<file path="src/rtl/junction_ctrl.sv">
// Two-road junction controller with a pedestrian walk phase.
// Transitions are clocked by tick; lamps are decoded from the state register.
module junction_ctrl #(
    parameter int GREEN_MIN = 4,
    parameter int GREEN_MAX = 8,
    parameter int ORANGE_T  = 2,
    parameter int ALLRED_T  = 1,
    parameter int WALK_T    = 3,
    parameter int CW        = 4
) (
    input  logic       clk,
    input  logic       reset,
    input  logic       tick,
    input  logic       sens_a,
    input  logic       sens_b,
    input  logic       ped_req,
    output logic       a_red,
    output logic       a_orange,
    output logic       a_green,
    output logic       b_red,
    output logic       b_orange,
    output logic       b_green,
    output logic       walk,
    output logic       ped_ack,
    output logic [2:0] phase
);

    // state | meaning
    // AG    | road A green, B red
    // AO    | road A orange, B red
    // AR    | all red after A
    // BG    | road B green, A red
    // BO    | road B orange, A red
    // BR    | all red after B
    // PW    | all red, pedestrian walk
    localparam logic [2:0] AG = 3'd0;
    localparam logic [2:0] AO = 3'd1;
    localparam logic [2:0] AR = 3'd2;
    localparam logic [2:0] BG = 3'd3;
    localparam logic [2:0] BO = 3'd4;
    localparam logic [2:0] BR = 3'd5;
    localparam logic [2:0] PW = 3'd6;

    logic [2:0]    state;
    logic [2:0]    state_nxt;
    logic [CW-1:0] cnt;
    logic          ped_pend;
    logic          last_road;
    logic          enter_pw;

    logic gmin_done;
    logic gmax_done;
    logic orange_done;
    logic allred_done;
    logic walk_done;

    // Minimum green is a floor: demand arriving after it still ends the green.
    assign gmin_done   = tick && (cnt >= CW'(GREEN_MIN - 1));
    assign gmax_done   = tick && (cnt == CW'(GREEN_MAX - 1));
    assign orange_done = tick && (cnt == CW'(ORANGE_T - 1));
    assign allred_done = tick && (cnt == CW'(ALLRED_T - 1));
    assign walk_done   = tick && (cnt == CW'(WALK_T - 1));

    always_comb begin
        state_nxt = state;
        case (state)
            AG: if (gmax_done || (gmin_done && (sens_b || ped_pend))) state_nxt = AO;
            AO: if (orange_done) state_nxt = AR;
            AR: if (allred_done) state_nxt = ped_pend ? PW : BG;
            BG: if (gmax_done || (gmin_done && (sens_a || ped_pend))) state_nxt = BO;
            BO: if (orange_done) state_nxt = BR;
            BR: if (allred_done) state_nxt = ped_pend ? PW : AG;
            PW: if (walk_done) state_nxt = last_road ? AG : BG;
            default: state_nxt = AG;
        endcase
    end

    assign enter_pw = (state_nxt == PW) && (state != PW);

    always_ff @(posedge clk) begin
        if (!reset) begin
            state     <= AG;
            cnt       <= '0;
            ped_pend  <= 1'b0;
            last_road <= 1'b0;
            ped_ack   <= 1'b0;
        end else begin
            state <= state_nxt;
            if (state_nxt != state)
                cnt <= '0;
            else if (tick)
                cnt <= cnt + 1'b1;
            // A request on the PW entry edge is kept for the next cycle round.
            ped_pend <= ped_req | (ped_pend & ~enter_pw);
            ped_ack  <= enter_pw;
            if (enter_pw)
                last_road <= (state == BR);
        end
    end

    always_comb begin
        a_red    = 1'b0;
        a_orange = 1'b0;
        a_green  = 1'b0;
        b_red    = 1'b0;
        b_orange = 1'b0;
        b_green  = 1'b0;
        walk     = 1'b0;
        case (state)
            AG: begin a_green  = 1'b1; b_red = 1'b1; end
            AO: begin a_orange = 1'b1; b_red = 1'b1; end
            BG: begin b_green  = 1'b1; a_red = 1'b1; end
            BO: begin b_orange = 1'b1; a_red = 1'b1; end
            AR, BR: begin a_red = 1'b1; b_red = 1'b1; end
            PW: begin a_red = 1'b1; b_red = 1'b1; walk = 1'b1; end
            default: begin a_red = 1'b1; b_red = 1'b1; end
        endcase
    end

    assign phase = state;

endmodule

</file>
<file path="config.mk">
export PLATFORM = sky130hd
export DESIGN_NAME = junction_ctrl
export DESIGN_NICKNAME = d
export VERILOG_FILES = /design/src/rtl/junction_ctrl.sv
export SDC_FILE = /design/constraint.sdc
export NUM_CORES = 1
export LEC_CHECK = 0
export CELL_PAD_IN_SITES_DETAIL_PLACEMENT = 0
export CELL_PAD_IN_SITES_GLOBAL_PLACEMENT = 1
export CORE_UTILIZATION = 39
export CTS_CLUSTER_DIAMETER = 80
export DETAILED_ROUTE_END_ITERATION = 8
export PLACE_DENSITY_LB_ADDON = 0.08
export SYNTH_ARGS = -nofsm -noshare
export SYNTH_HDL_FRONTEND = slang
export SYNTH_SLANG_ARGS = --single-unit
export TNS_END_PERCENT = 5
</file>
<file path="constraint.sdc">
create_clock -name clk -period 3 [get_ports clk]
set_clock_uncertainty 0.15 [all_clocks]
set_input_delay 0.45 -clock clk [delete_from_list [all_inputs] [get_ports clk]]
set_output_delay 0.45 -clock clk [all_outputs]
set_load 0.02 [all_outputs]
</file>
**Run 1: routed metal, one color a layer**

Scale: 10 px per um.
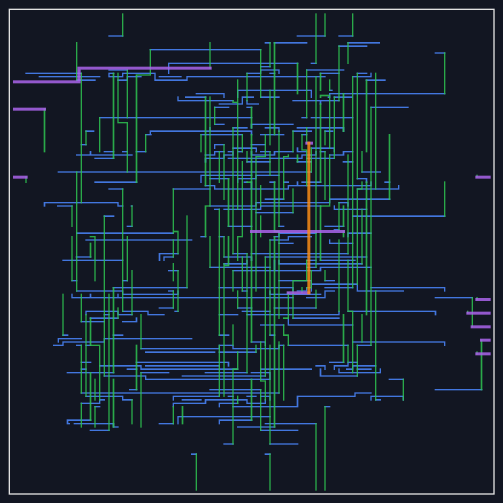
[green] met2 | wire length: 900 um
[orange] met4 | wire length: 15.0 um
[blue] met1 | wire length: 949 um
[purple] met3 | wire length: 44.9 um
Final Routed Wirelength: 1.908 mm
total number of vias: 787
wire length per cell: 13.25 um

**Run 1: gate families picked out**

Scale: 6 px per um.
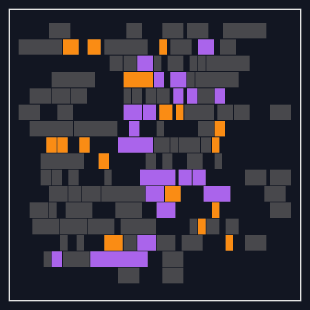
[purple] inverting AOI/OAI gates | cells: 20
[orange] NOR gates | cells: 17 | most used: nor2_1

==> impl_metrics.ini, run 1 <==
; flow metrics
[outcome]
status = completed

[sta]
layout_setup_ws_ns = 0.3104
fmax_mhz = 371.8
grt_setup_unrepaired = false
finalSetupTns_ns = 0
min_period_ns = 2.690
slew_viol_final = 0

[critical_path]
crit_path_cell_trace = clkinv_1 > nor3_1 > clkdlybuf4s50_1
r2r_start = cnt[0]
crit_family = buffers and inverters
worstSetupPathType = reg -> out
cpMaxStageDelayCell = dfxtp_1
cp.arrival_ns = 2.09
worst-path-max-fanout = 15
crit_path_start_kind = flop
crit_path_end_kind = output pin

[floorplanning]
io_pins = 17
std_cell_rows = 16
chipArea_um2 = 2336
fp_util_pct = 42.23

[global_route]
antenna_found_initial = 0
grt_max_degree = 16
grt-ovfl-total = 0
grt_pass1_wl_mm = 3.512

[clocking]
cts_tree = built
cts_resized = 0
htreeDepth = 1
cts_buffers = 3

[drt]
via_per_inst = 5.465
drt-met1-wl_um = 948
wl_met2_um = 900
ant_nets = 0
drc = 0
topRoutingLayerUsed = met4
wl_met3_um = 44
first_pass_iters = 4

[logic_synthesis]
synth_cells = 101
yosys_warnings = 0
yosysMostFrequentCell = dfxtp_1
flop_cell = dfxtp_1
ys.flops = 10
ys_top_logic_family = simple AND/OR/NAND/NOR gates
yosys.area_share.simple_pct = 31.99
edf_count = 0
ys_sh_mux_pct = 0
ys_cells = 101
fa_ha_area_share_pct = 5.979
ys_seq_share_pct = 23.92
synth.largest_area_cell = dfxtp_1

[placement]
io_buffer_count = 16
dp_hpwl_mm = 1.508
gp_congestion = 0.8611

[cells_and_area]
nets = 128
n_antenna_cell = 0
drive_above_1_share_pct = 10.26
utilization_pct = 52.84
n_fill_cell = 178
lay_top_count = clkdlybuf4s50_1
mostFrequentLayoutCells = 16 x clkdlybuf4s50_1, 10 x dfxtp_1, 8 x nand2_1, 8 x nand3_1, 6 x nor2_1
comb_area_um2 = 586.8
finalNonFillerCells = 144

[min_path]
holdPathStages = 2
hold_class = reg -> reg

[pwr]
power_leakage_uw = 0.0003601
**Run 1: PDN straps and rails**

Scale: 8 px per um. Pins as bars on the die edge.
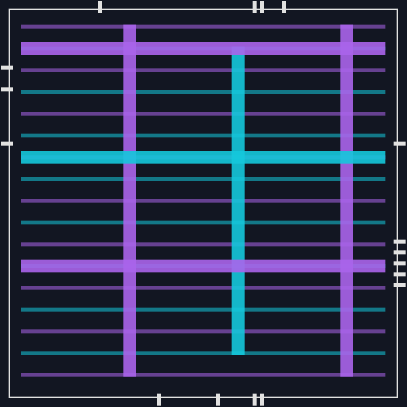
[purple] VSS
[cyan] VDD
signal pins: 17
met4 straps: 3
rows: 16
met5 straps: 3
met1 rails: 17
Max rail drop VDD: 0.0002084 V
CORE AREA: 1982 um^2
chip height: 48.33 um
Die Span X: 48.33 um

**Run 1: routed clock nets over the placement**

Scale: 6 px per um.
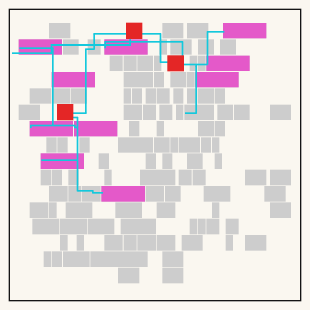
[cyan] clock wires | length: 151 um
[red] cells driving clock nets | count: 3
[magenta] flip-flops | count: 10
routed clock nets: 4

## run 1: worst max path at each step
stage	from	to	slack, ns	cells after the start
after floorplan	phase[0]	b_red	1.03	4
after global placement	tick	cnt[1]	0.53	6
after detailed placement	tick	cnt[1]	0.50	6
after CTS	phase[2]	walk	0.32	3
after global routing	phase[2]	walk	0.11	3
final	phase[2]	walk	0.31	3
## run 1: report_power, final
part	internal, uW	total, uW	switching (uW)
registers	137	146	8.55
logic	24.9	50.1	25.2
clock network	73.7	122	48.7
total	236	318	82.5
## run 1: registers in the layout, indices dropped and copies added (netlist names)
name       count
cnt            4
phase          3
last_road      1
ped_ack        1
ped_pend       1
## run 1: stage by stage
| step | hold WS, ns | instance area, um^2 | power, uW |
|---|---|---|---|
| 5_1_grt | 0.4009 | 1047 | 338.6 |
| 4_1_cts | 0.3654 | 1047 | 322.8 |
| 6_report | 0.3677 | 1047 | 318.1 |
| 2_1_floorplan | 0.3049 | 837.1 | 182.5 |
| 3_3_place_gp | 0.3566 | 1011 | 198.2 |
| 3_5_place_dp | 0.3559 | 1011 | 198.3 |
## run 1: per-layer routing
| metal | track usage (%) | vias up |
|---|---|---|
| li1 | - | 407 |
| met1 | 25.43 | 364 |
| met2 | 30.05 | 14 |
| met3 | 4.088 | 2 |
| met4 | 6.863 | 0 |
| met5 | 0 | - |
## run 1: area by class of cell
cell class                 count  share of cell area [%]
sequential                    10                   19.12
timing repair buffer          17                   16.01
tap                           27                   3.226
clock buffer                   4                   3.465
inverter                       6                   2.151
multi-input combinational     80                   56.03
## run 1: worst min-delay path, delay by kind of cell (launching register included)
family          cells  cell delay, ns
flops               1            0.35
compound gates      1            0.05
buf+inv             1            0.06
--- run 2 (diff from run 1) ---
ABC_AREA = 1   (was unset)
CORE_UTILIZATION = 36   (was 39)
**Run 2: gate families picked out**

Scale: 6 px per um.
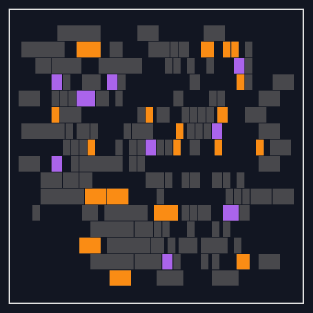
[orange] NOR gates | cells: 19 | most used: nor2_1
[purple] inverting AOI/OAI gates | cells: 9 | most used: a21oi_1

==> impl_metrics.ini, run 2 <==
; flow metrics
[placement]
io_buffer_count = 16
dp_hpwl_mm = 1.472
postPlaceCellArea_um2 = 958.4
gp_congestion = 0.8613
dp_slack_ns = 0.7065

[run]
tool_warnings = 29
maxCapViolCount = 0

[floorplanning]
std_cell_rows = 16
io_pins = 17
fp_util_pct = 39.31
chipArea_um2 = 2377

[global_route]
grt_usage_pct = 17.38
grt_pass1_wl_mm = 3.160
grt-ovfl-total = 0
grt_pass1_vias = 737
antenna_found_initial = 0
grt_max_degree = 11

[logic_synthesis]
synth_nets = 132
synth.largest_area_cell = dfxtp_1
flop_cell = dfxtp_1
ys.flops = 10
ys_async_sr_fraction_pct = 0
ys_seq_share_pct = 25.44
syn_area_um2 = 787.0
top_cells_by_area = dfxtp_1 25%, nand2_1 18%, inv_1 9.1%
ys_types = 22
synth_chip_area_um2 = 787.0
synthTopCellsByCount = 38 x nand2_1, 19 x inv_1, 10 x dfxtp_1, 10 x nor2_1, 7 x nand3_1
synth_cells = 122
postSynthAreaPerCell_um2 = 6.451
top_area_share_pct = 25.44
ys_cells = 122
yosysMostFrequentCell = nand2_1
yosys_warnings = 0
edf_count = 0

[cells_and_area]
drive_above_1_share_pct = 14.29
nets = 151
n_antenna_cell = 0
regArea_um2 = 200.2
comb_area_um2 = 476.7
n_fill_cell = 209
top_register = cnt
mostFrequentLayoutCells = 38 x nand2_1, 19 x inv_1, 16 x clkdlybuf4s50_1, 10 x nor2_1, 10 x dfxtp_1
area_growth_syn_to_layout_pct = 26.39
fin_area_um2 = 994.7
largest_register_ffs = 4
lay_top_count = nand2_1

[drt]
first_pass_iters = 3
ant_nets = 0
routed-via-count = 798
first_iter_violations = 6
via_per_inst = 4.778
wl_per_cell_um = 10.59
drc = 0
wirelength_mm = 1.769

[outcome]
status = completed

[sta]
fmax_mhz = 409.1
slew_viol_final = 0
layout_setup_ws_ns = 0.5559
post-route-period-util_pct = 81.47
relSlewSlack_pct = 69.98
grt_setup_unrepaired = false
min_period_ns = 2.444
finalSetupTns_ns = 0
finalSetupViolCount = 0
worstMarginPinSlew_ns = 0.4497
finalHoldViolations = 0

[pwr]
pwr_density_cell_nw_per_um2 = 328.5
power_leakage_uw = 0.0004998

[critical_path]
crit_required_ns = 2.40
crit_path_end_kind = output pin
worstSetupPathType = reg -> out
worst-path-max-fanout = 10
ff2ff_setup_slack_ns = 1.14
crit_path_start_kind = flop
cp.arrival_ns = 1.84

[clocking]
post_cts_buffers = 0
clkTransAtPathRegs_ns = 0.06
cts_root_buf = clkbuf_4
cts_buffers = 3
htreeDepth = 1
clk_latency_ns = 0.26
clock_sinks = 10
hold_buffers = 0
cts_tree = built
cts_buffer_depth = 2
cts_resized = 0

[min_path]
hold_class = reg -> reg
**Run 2: PDN straps and rails**

Scale: 8 px per um. Pins as bars on the die edge.
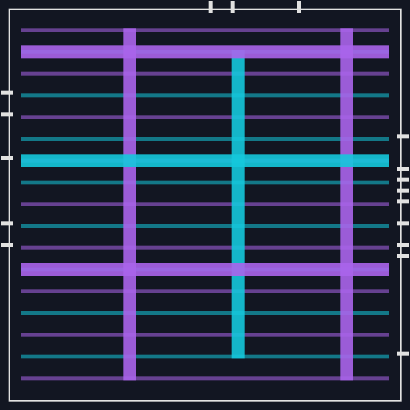
[cyan] VDD
[purple] VSS
met1 rails: 17
met5 straps: 3
met4 straps: 3
rows: 16
Max rail drop VDD: 0.0003145 V
chip height: 48.76 um
Die Span X: 48.76 um
CORE AREA: 2002 um^2

## run 2: cells by family (layout without fill, tap and decap cells)
family	count (synthesis)	count (layout)	synth area share (%)
XOR/XNOR	3	3	3.339
adder cells (fa/ha/maj)	4	4	6.360
flip-flops	10	10	25.44
AND-OR/OR-AND	9	9	6.518
buffers and inverters	24	42	13.99
AND/OR/NAND/NOR	72	72	44.36
## run 2: power by group
group          switching, uW  internal, uW
clock network           43.0          73.6
logic                   36.4          27.3
registers               7.91           139
## run 2: critical path, stage by stage (launching register included)
cell and delay, ns:
dfxtp_1 0.60, inv_6 0.08, nand3_1 0.14, o21ai_0 0.10
inv_1 0.07, clkdlybuf4s50_1 0.59
## run 2: worst paths after layout
check | from | to | cells after the start
setup / recovery | phase[2] | a_red | 5
hold / removal | last_road | last_road | 2
setup reg to reg | cnt[0] | cnt[1] | 13
hold reg to reg | last_road | last_road | 2
## run 2: layer usage
metal	wire length, um	GRT usage, %
met2	788	27.55
met5	0	0
met4	33	8.824
met3	58	2.201
met1	888	22.94
## run 2: area by class of cell
class | instances | area share, %
Timing Repair Buffer | 16 | 16.10
Sequential cell | 10 | 20.13
Inverter | 22 | 8.805
Clock buffer | 4 | 3.648
Multi-Input combinational cell | 88 | 47.92
Tap cell | 27 | 3.396
## run 2: through the flow
step           utilization, %  hold WS [ns]  std cells  power, uW
2_1_floorplan               -        0.2810        122      192.9
3_3_place_gp            47.88        0.3226        163      213.4
3_5_place_dp            47.88        0.3254        163      214.0
4_1_cts                 49.69        0.3362        167      334.0
5_1_grt                 49.69        0.3686        167      353.8
6_report                49.69        0.3291        167      326.8
Power is estimated from default activity; no workload was simulated.
